[config.mk]
export PLATFORM = sky130hd
export DESIGN_NAME = ldpc_adder_gf2_arb
export DESIGN_NICKNAME = d
export VERILOG_FILES = /design/src/rtl/ldpc_adder_gf2_pkg.sv /design/src/rtl/ldpc_rr_arbiter.sv /design/src/rtl/ldpc_adder_gf2_arb.sv
export SDC_FILE = /design/constraint.sdc
export NUM_CORES = 1
export LEC_CHECK = 0
export CAP_MARGIN = 30
export CORE_UTILIZATION = 50
export CTS_CLUSTER_DIAMETER = 150
export DETAILED_ROUTE_END_ITERATION = 7
export PLACE_DENSITY = 0.95
export SETUP_SLACK_MARGIN = 0.1
export SLEW_MARGIN = 20
export SYNTH_ARGS = -nofsm -noshare
export SYNTH_HDL_FRONTEND = slang
export SYNTH_HIERARCHICAL = 1
export SYNTH_SLANG_ARGS = --single-unit
[constraint.sdc]
create_clock -name i_clock -period 6.9 [get_ports i_clock]
set_input_delay 1.38 -clock i_clock [delete_from_list [all_inputs] [get_ports i_clock]]
set_output_delay 1.38 -clock i_clock [all_outputs]
set_load 0.03 [all_outputs]
[src/rtl/ldpc_adder_gf2_pkg.sv]
// Shared types for the GF(2) accumulate arbiter: FSM states and the result record.
package ldpc_adder_gf2_pkg;

  // Result fields are sized for the largest supported configuration.
  // Narrower instances leave the high bits at constant zero.
  localparam int RES_DATA_MAX = 64;
  localparam int RES_ID_MAX   = 4;
  localparam int RES_CNT_MAX  = 16;

  typedef enum logic [1:0] {
    ST_IDLE,
    ST_ACCUM,
    ST_OUTPUT
  } state_t;

  typedef struct packed {
    logic [RES_DATA_MAX-1:0] data;
    logic [RES_ID_MAX-1:0]   id;
    logic [RES_CNT_MAX-1:0]  count;
    logic                    trunc;
  } result_t;

endpackage

[src/rtl/ldpc_rr_arbiter.sv]
// Combinational round-robin pick: first asserted request at or above ptr, with wrap-around.
module ldpc_rr_arbiter
  import ldpc_adder_gf2_pkg::*;
#(
  parameter int NUM_REQ = 4,
  parameter int ID_W    = $clog2(NUM_REQ)
) (
  input  logic [NUM_REQ-1:0] req,
  input  logic [ID_W-1:0]    ptr,
  output logic [NUM_REQ-1:0] grant,
  output logic [ID_W-1:0]    grant_idx,
  output logic               any
);

  logic [ID_W:0]   cand;
  logic [ID_W-1:0] cand_idx;

  // One extra bit on cand keeps ptr+i from overflowing before the modulo wrap.
  always_comb begin
    grant     = '0;
    grant_idx = '0;
    any       = 1'b0;
    cand      = '0;
    cand_idx  = '0;
    for (int i = 0; i < NUM_REQ; i++) begin
      cand = {1'b0, ptr} + (ID_W+1)'(i);
      if (cand >= (ID_W+1)'(NUM_REQ)) begin
        cand = cand - (ID_W+1)'(NUM_REQ);
      end
      cand_idx = cand[ID_W-1:0];
      if (!any && req[cand_idx]) begin
        any             = 1'b1;
        grant[cand_idx] = 1'b1;
        grant_idx       = cand_idx;
      end
    end
  end

endmodule

[src/rtl/ldpc_adder_gf2_arb.sv]
// Shares one GF(2) XOR accumulator among NUM_REQ packet streams; the grant is held for a
// whole packet and one tagged parity word is emitted per packet through valid/ready.
module ldpc_adder_gf2_arb
  import ldpc_adder_gf2_pkg::*;
#(
  parameter int WIDTH   = 16,
  parameter int NUM_REQ = 4,
  parameter int MAX_OPS = 64,
  parameter int ID_W    = $clog2(NUM_REQ),
  parameter int CNT_W   = $clog2(MAX_OPS + 1)
) (
  input  logic                     i_clock,
  input  logic                     i_reset,
  input  logic [NUM_REQ*WIDTH-1:0] i_req_data,
  input  logic [NUM_REQ-1:0]       i_req_valid,
  input  logic [NUM_REQ-1:0]       i_req_last,
  output logic [NUM_REQ-1:0]       o_req_ready,
  output logic [WIDTH-1:0]         o_out_data,
  output logic [ID_W-1:0]          o_out_id,
  output logic [CNT_W-1:0]         o_out_count,
  output logic                     o_out_trunc,
  output logic                     o_out_valid,
  input  logic                     i_out_ready,
  output logic                     o_busy
);

  state_t               state_q, state_d;
  logic [ID_W-1:0]      grant_q, grant_d;
  logic [NUM_REQ-1:0]   grant_oh_q, grant_oh_d;
  logic [ID_W-1:0]      rr_ptr_q, rr_ptr_d;
  logic [WIDTH-1:0]     acc_q, acc_d;
  logic [CNT_W-1:0]     count_q, count_d;
  result_t              res_q, res_d;
  logic                 out_valid_q, out_valid_d;

  logic [NUM_REQ-1:0]   arb_grant;
  logic [ID_W-1:0]      arb_idx;
  logic                 arb_any;

  logic [WIDTH-1:0]     sel_data;
  logic                 sel_valid;
  logic                 sel_last;
  logic                 beat;
  logic [CNT_W-1:0]     count_inc;
  logic                 hit_max;
  logic [WIDTH-1:0]     acc_next;

  ldpc_rr_arbiter #(
    .NUM_REQ (NUM_REQ),
    .ID_W    (ID_W)
  ) u_arbiter (
    .req       (i_req_valid),
    .ptr       (rr_ptr_q),
    .grant     (arb_grant),
    .grant_idx (arb_idx),
    .any       (arb_any)
  );

  always_comb begin
    sel_data = '0;
    for (int r = 0; r < NUM_REQ; r++) begin
      if (grant_q == ID_W'(r)) begin
        sel_data = i_req_data[r*WIDTH +: WIDTH];
      end
    end
  end

  assign sel_valid   = i_req_valid[grant_q];
  assign sel_last    = i_req_last[grant_q];
  assign o_req_ready = (state_q == ST_ACCUM) ? grant_oh_q : '0;
  assign beat        = sel_valid && (state_q == ST_ACCUM);
  assign count_inc   = count_q + 1'b1;
  assign hit_max     = (count_inc == CNT_W'(MAX_OPS));
  assign acc_next    = acc_q ^ sel_data;

  always_comb begin
    state_d     = state_q;
    grant_d     = grant_q;
    grant_oh_d  = grant_oh_q;
    rr_ptr_d    = rr_ptr_q;
    acc_d       = acc_q;
    count_d     = count_q;
    res_d       = res_q;
    out_valid_d = out_valid_q;

    case (state_q)
      ST_IDLE: begin
        if (arb_any) begin
          grant_d    = arb_idx;
          grant_oh_d = arb_grant;
          acc_d      = '0;
          count_d    = '0;
          state_d    = ST_ACCUM;
        end
      end

      ST_ACCUM: begin
        if (beat) begin
          acc_d   = acc_next;
          count_d = count_inc;
          if (sel_last || hit_max) begin
            res_d.data  = RES_DATA_MAX'(acc_next);
            res_d.id    = RES_ID_MAX'(grant_q);
            res_d.count = RES_CNT_MAX'(count_inc);
            res_d.trunc = hit_max && !sel_last;
            out_valid_d = 1'b1;
            state_d     = ST_OUTPUT;
          end
        end
      end

      ST_OUTPUT: begin
        if (i_out_ready) begin
          out_valid_d = 1'b0;
          rr_ptr_d    = (grant_q == ID_W'(NUM_REQ - 1)) ? '0 : grant_q + 1'b1;
          state_d     = ST_IDLE;
        end
      end

      default: state_d = ST_IDLE;
    endcase
  end

  always_ff @(posedge i_clock) begin
    if (i_reset) begin
      state_q     <= ST_IDLE;
      grant_q     <= '0;
      grant_oh_q  <= '0;
      rr_ptr_q    <= '0;
      acc_q       <= '0;
      count_q     <= '0;
      res_q       <= '0;
      out_valid_q <= 1'b0;
    end else begin
      state_q     <= state_d;
      grant_q     <= grant_d;
      grant_oh_q  <= grant_oh_d;
      rr_ptr_q    <= rr_ptr_d;
      acc_q       <= acc_d;
      count_q     <= count_d;
      res_q       <= res_d;
      out_valid_q <= out_valid_d;
    end
  end

  assign o_out_data  = res_q.data[WIDTH-1:0];
  assign o_out_id    = res_q.id[ID_W-1:0];
  assign o_out_count = res_q.count[CNT_W-1:0];
  assign o_out_trunc = res_q.trunc;
  assign o_out_valid = out_valid_q;
  assign o_busy      = (state_q != ST_IDLE);

  logic unused_res_hi;
  assign unused_res_hi = ^{res_q.data, res_q.id, res_q.count};

endmodule
==> run_1/metal_stack.png <==
Scale: 4 px per micron.
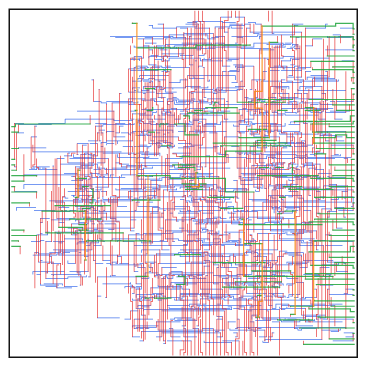
Green is met3, wire length 1,010 microns. Orange is met4, wire length 231 microns. Red is met2, wire length 5,420 microns. Blue is met1, wire length 4,280 microns.
drt total wl: 10,900 microns
routed len/inst: 17.9 microns

==> run_1/final_clocks.png <==
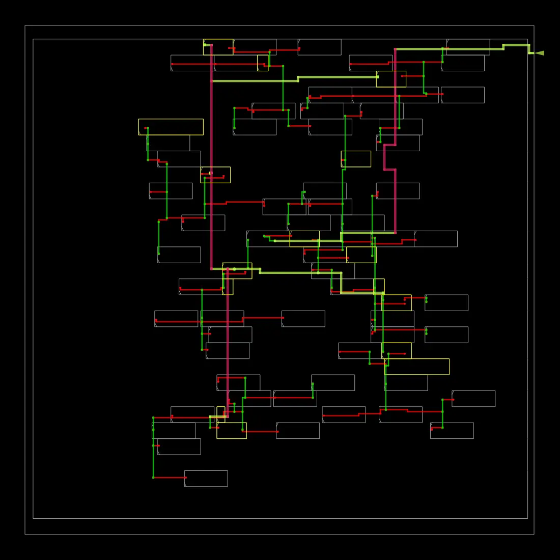
worst skew pair latency: 340 ps
flip-flops: 60
Clock Buffer Count: 11
P_clk: 0.347 mW

==> impl_metrics.tcl, run 1 <==
# metrics dict for downstream scripts
set metrics [dict create \
    edf_count 0 \
    fillers 521 \
    worstPathCellList "clkdlybuf4s50_1 > mux4_2 > nor3_1 > nand2b_1 > nand2_1 > nand3_1 > a21oi_1" \
    avgViaCountPerCell 6.26 \
    dp_slack_ps 2850 \
    ys.flop_type "dfxtp_1" \
    comb_share_pct 44.5 \
    crit_arrival_ps 4050 \
    cp.required_ps 7160 \
    critPathMaxFanout 27 \
    path_depth 7 \
    p_switching_mw 0.301 \
    power_mw 1.01 \
    vias 3830 \
    ys_cells 425 \
    chipArea_sq_mm 0.00751 \
    r2r_end "acc_q[1]" \
    ys_seq_share_pct 33.5 \
    outcome "finished, final reports clean" \
    grt_pass1_wl_microns 17300 \
    drc_errors 0 \
    fin_nets 596 \
    timing.rr.start "rr_ptr_q[0]" \
    hold_viol 0 \
]
==> run_1/pdn.png <==
Scale: 4 px per micron. Pins as bars on the die edge. Tap cells in grey.
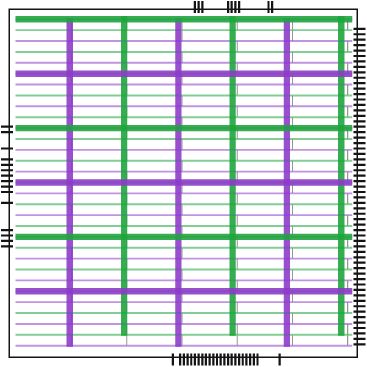
Purple is VSS. Green is VDD.
6 straps on met5. The core has 30 rows. 31 met1 rails follow the rows. 107 signal pins sit on the boundary. 6 straps on met4.
Die Span Y: 86.6 microns
area of the core: 0.00687 sq mm
die width: 86.6 microns
IR drop worst, VDD: 0.108 mV

run 1: worst max path at each step:
stage                   start         to
6_report       i_req_valid[3]   acc_q[1]
3_3_place_gp   i_req_valid[3]   acc_q[2]
2_1_floorplan  i_req_valid[2]  acc_q[10]
5_1_grt        i_req_valid[2]   acc_q[1]
3_5_place_dp   i_req_valid[3]   acc_q[1]
4_1_cts        i_req_valid[3]  acc_q[13]
run 1: tightest hold or removal path: stages (launching register included):
cell and delay [ps]:
dfxtp_1 300, nand2_1 50, a21oi_1 50
run 1: power groups by stage:
stage	Sequential (mW)	Clock (mW)	Combinational (mW)
final	0.385	0.347	0.278
after global routing	0.388	0.367	0.299
after CTS	0.385	0.349	0.272
after detailed placement	0.392	0	0.269
after global placement	0.391	0	0.258
after floorplan	0.410	0	0.149
run 1: kinds of logic after synthesis:
kind of cell	count (synthesis)	share of synthesized area [%]
mux	10	5.17
flops	60	33.5
compound gates	138	27.9
xor+xnor	4	0.978
buf+inv	44	6.22
simple gates	159	22.7
fa+ha+maj	10	3.49
run 1: stage by stage:
step / cells / area (sq um)
CTS: 611 / 4820
floorplan: 425 / 3580
finish: 612 / 4850
global route: 612 / 4850
global placement: 592 / 4570
detailed placement: 595 / 4610
run 1: registers in the layout, summed over array words and instances (netlist names), 2 cells and up:
register     count
o_out_data      16
count_q          7
acc_q           16
grant_q          2
o_out_count      7
rr_ptr_q         2
o_out_id         2
state_q          2
grant_oh_q       4
run 1: routing by layer:
metal / track usage [%] / vias up / routed length [microns] / part of all wire [%]
li1: - / 1785 / - / -
met1: 33.9 / 1791 / 4280 / 39
met2: 52.1 / 226 / 5420 / 50
met3: 6.95 / 28 / 1010 / 9.2
met4: 14.7 / 0 / 230 / 2.1
met5: 0 / - / 0 / 0
==> run_1/met2.png <==
Scale: 3 px per micron.
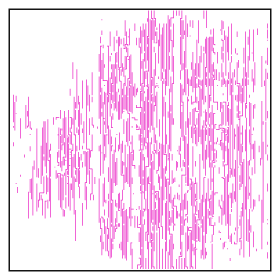

==> inputs of run 2 (changes only) <==
CORE_UTILIZATION = 48   (was 50)
PLACE_DENSITY = 0.93   (was 0.95)
clock period = 3.52 ns   (was 6.9 ns; I/O delays follow)
==> run_2/met2.png <==
Scale: 3 px per micron.
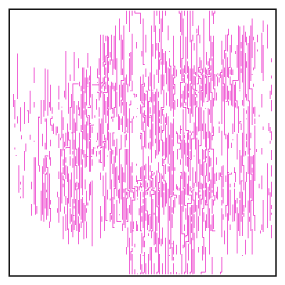
The wires run mostly vertical. The layer holds 51% of the routed length. 536 nets have wire on it. The longest straight run is 37.2 microns. The layer carries 5,570 microns of wire.
Vias: 3,929
drt total wl: 11,000 microns
M2 GR Usage: 49.8%

==> run_2/pdn.png <==
Scale: 4 px per micron. Pins as bars on the die edge. Tap cells in grey.
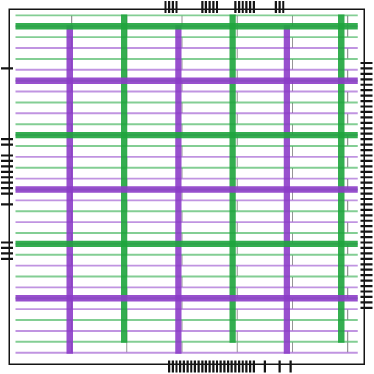
Purple is VSS. Green is VDD.
The core has 31 rows. 6 straps on met5.
IR drop worst, VDD: 0.224 mV
die width: 88.4 microns
area of the core: 0.00721 sq mm
Die Span Y: 88.4 microns

==> impl_metrics.tcl, run 2 <==
# metrics dict for downstream scripts
set metrics [dict create \
    outcome "finished with violations" \
    violations "DRC" \
    edf_count 0 \
    fillers 595 \
    crit_end "o_out_data[13]" \
    cp.required_ps 3720 \
    ys_cells 425 \
    insertion_delay_ps 350 \
    power_mw 1.91 \
    critPathMaxFanout 18 \
    r2r_end "o_out_data[13]" \
    hold_viol 0 \
    startpoint_type "flop" \
    dp_slack_ps 549 \
    placed_area_sq_mm 0.00463 \
    chipArea_sq_mm 0.00781 \
    avgViaCountPerCell 6.35 \
    hold_class "reg2reg" \
    ys_top_cells_by_count "60 x dfxtp_1, 54 x nand3_1, 42 x nor3_1, 33 x a21oi_1" \
    drc_errors 2 \
    fin_nets 601 \
]
## run 2: cell counts after synthesis
Identical to the previous run, type by type.
## run 2: cell type report
class	instances	area, sq um	area share, %
Clock buffer	13	149	3.08
Clock inverter	2	35.0	0.725
Inverter	9	33.8	0.699
Multi-Input combinational cell	321	2160	44.7
Sequential cell	60	1200	24.9
Tap cell	99	124	2.56
Timing Repair Buffer	115	1130	23.4
## run 2: stage by stage
| stage | cells | utilization [%] |
|---|---|---|
| 2_1_floorplan | 425 | - |
| 4_1_cts | 617 | 66.7 |
| 3_3_place_gp | 601 | 64.0 |
| 3_5_place_dp | 602 | 64.1 |
| 6_report | 619 | 67.0 |
| 5_1_grt | 619 | 67.0 |
## run 2: cell families (layout without fill, tap and decap cells)
| group | after synthesis | after routing | synth area share, % |
|---|---|---|---|
| xor gates and xnor gates | 4 | 4 | 0.978 |
| and+or+nand+nor | 159 | 159 | 22.7 |
| muxes | 10 | 10 | 5.17 |
| adders and majority gates | 10 | 10 | 3.49 |
| AOI/OAI and AO/OA | 138 | 138 | 27.9 |
| DFF | 60 | 60 | 33.5 |
| buffers and inverters | 44 | 139 | 6.22 |
## run 2: per-layer routing
metal / track usage [%] / share of wire (%) / vias up
li1: - / - / 1808
met1: 32.1 / 38 / 1862
met2: 49.8 / 51 / 221
met3: 4.85 / 8.0 / 38
met4: 15.0 / 3.4 / 0
met5: 0 / 0 / -
## run 2: power by group
part	internal [mW]	leakage [nW]	switching (mW)
combinational	0.256	1.18	0.298
clock	0.342	0.0935	0.261
sequential	0.722	0.487	0.0335
total	1.32	1.76	0.593
## run 2: worst max-delay path, stage by stage (launching register included)
cell and delay (ps):
dfxtp_1 580, ha_1 720, nor2b_1 260, buf_4 260, a221o_1 360, a21o_1 190, a22oi_1 210, nor3_1 70
==> run_2/final_clocks.png <==
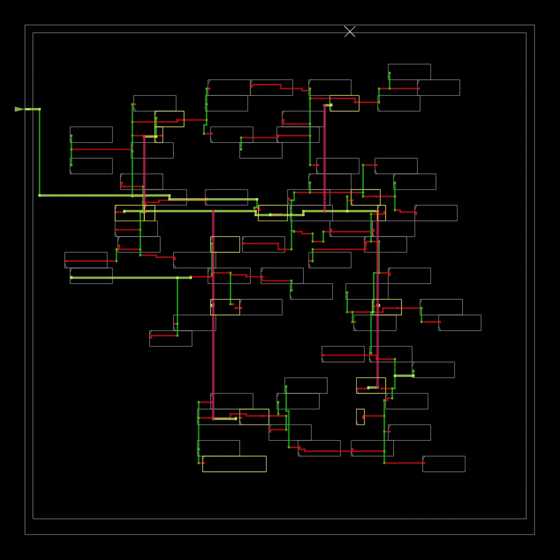

==> inputs of run 3 (changes only) <==
clock period = 2.85 ns   (was 3.52 ns; I/O delays follow)
==> run_3/final_clocks.png <==
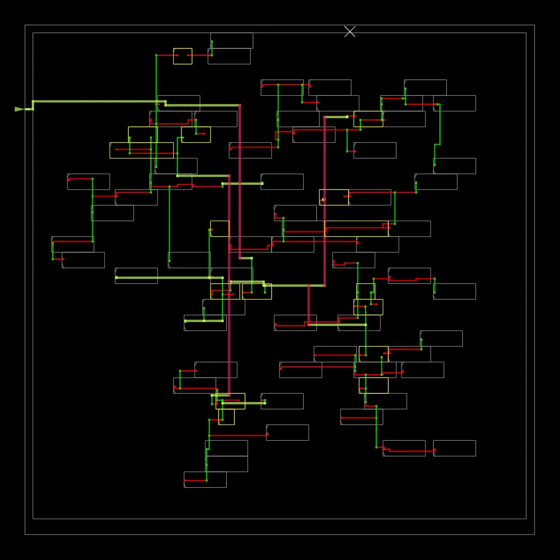
Clock Sinks: 60
skew final: 12.3 ps
P_clk: 0.889 mW
Clock Buffer Count: 10

==> impl_metrics.tcl, run 3 <==
# metrics dict for downstream scripts
set metrics [dict create \
    outcome "finished with violations" \
    violations "DRC" \
    insertion_delay_ps 340 \
    placed_area_sq_mm 0.00470 \
    chipArea_sq_mm 0.00781 \
    gp_congestion 0.904 \
    grt_max_degree 28 \
    fin_nets 608 \
    critPathMaxFanout 8 \
    cpMaxStageDelayCell "clkdlybuf4s50_1" \
    fp.dieW_microns 88.4 \
    ys_seq_share_pct 33.5 \
    die_h_microns 88.4 \
    lay_top_cells "105 x clkdlybuf4s50_1, 60 x dfxtp_1, 54 x nand3_1" \
    post-route-util_pct 68.3 \
    ys_top_cells_by_count "60 x dfxtp_1, 54 x nand3_1, 42 x nor3_1, 33 x a21oi_1" \
    ys_cells 425 \
    critical_path_class "reg2out" \
    dp_slack_ps 28.9 \
    ys.flop_type "dfxtp_1" \
    dp_cells 611 \
    ys_warn_count 6 \
    end_kind "primary output" \
    edf_count 0 \
    routedWlPerCell_microns 17.6 \
    path_clk_slew_ps 70 \
    startpoint_type "flop" \
    drc_errors 2 \
    cp-startpoint "state_q[0]" \
    crit_end "o_req_ready[0]" \
    stdcell_count 627 \
    peakVddDrop_mv 0.300 \
    timing.rr.start "count_q[0]" \
    cp.required_ps 2280 \
    r2r_end "o_out_data[1]" \
    grt_pass1_wl_microns 16800 \
    rows 31 \
    cpPeakStageDelay_ps 670 \
    postLayoutCellArea_sq_mm 0.00493 \
    dp_hpwl_microns 7740 \
    final_common_cell "clkdlybuf4s50_1" \
    hold_class "reg2reg" \
    core_area_sq_mm 0.00721 \
    crit_arrival_ps 2050 \
    reg2regPathDepth 7 \
    power_mw 2.51 \
    worstPathCellList "nor2b_1 > and2_1 > clkdlybuf4s50_1" \
    hold_viol 0 \
    avgViaCountPerCell 6.24 \
]
==> run_3/met2.png <==
Scale: 3 px per micron.
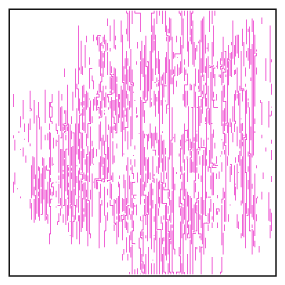
The layer carries 5,360 microns of wire. The layer holds 49% of the routed length. The longest straight run is 44.9 microns. The wires run mostly vertical. 524 nets have wire on it.
Vias: 3,915
drt total wl: 11,000 microns
M2 GR Usage: 49.5%

-- run 3: final cells by class --
cell class	count	area, sq um
fill	595	2290
inverter	9	33.8
timing repair buffer	122	1180
sequential	60	1200
multi-input combinational	321	2160
tap	99	124
clock buffer	10	138
clock inverter	6	93.8
-- run 3: logic make-up after synthesis --
logic type,synth area share [%]
buffers and inverters,6.22
adder cells (fa/ha/maj),3.49
multiplexers,5.17
XOR/XNOR,0.978
flip-flops,33.5
AND-OR/OR-AND,27.9
AND/OR/NAND/NOR,22.7
-- run 3: critical path, delay by kind of cell, from the launching register on --
family	cells	cell delay, ps
buffers and inverters	1	670
AND/OR/NAND/NOR	2	670
flip-flops	1	370
-- run 3: power by group --
part / total [mW] / internal (mW) / switching (mW)
Clock: 0.889 / 0.523 / 0.365
Combinational: 0.689 / 0.320 / 0.369
Sequential: 0.928 / 0.890 / 0.0381
-- run 3: worst min path at each step --
stage	startpoint	to	slack, ps	cells after the start
2_1_floorplan	grant_oh_q[0]	grant_oh_q[0]	430	2
3_3_place_gp	o_out_data[14]	o_out_data[14]	440	2
3_5_place_dp	grant_oh_q[0]	grant_oh_q[0]	460	2
4_1_cts	o_out_data[14]	o_out_data[14]	470	2
5_1_grt	o_out_data[14]	o_out_data[14]	480	2
6_report	grant_oh_q[0]	grant_oh_q[0]	470	2
-- run 3: per-layer routing --
metal	global-route usage, %	wire length, microns	vias up	part of all wire [%]
met5	0	0	-	0
met2	49.5	5360	222	49
li1	-	-	1816	-
met1	32.0	4300	1834	39
met3	6.06	923	43	8.4
met4	14.4	439	0	4.0
Power figures rest on the tool's default switching activity, not on a simulated workload.
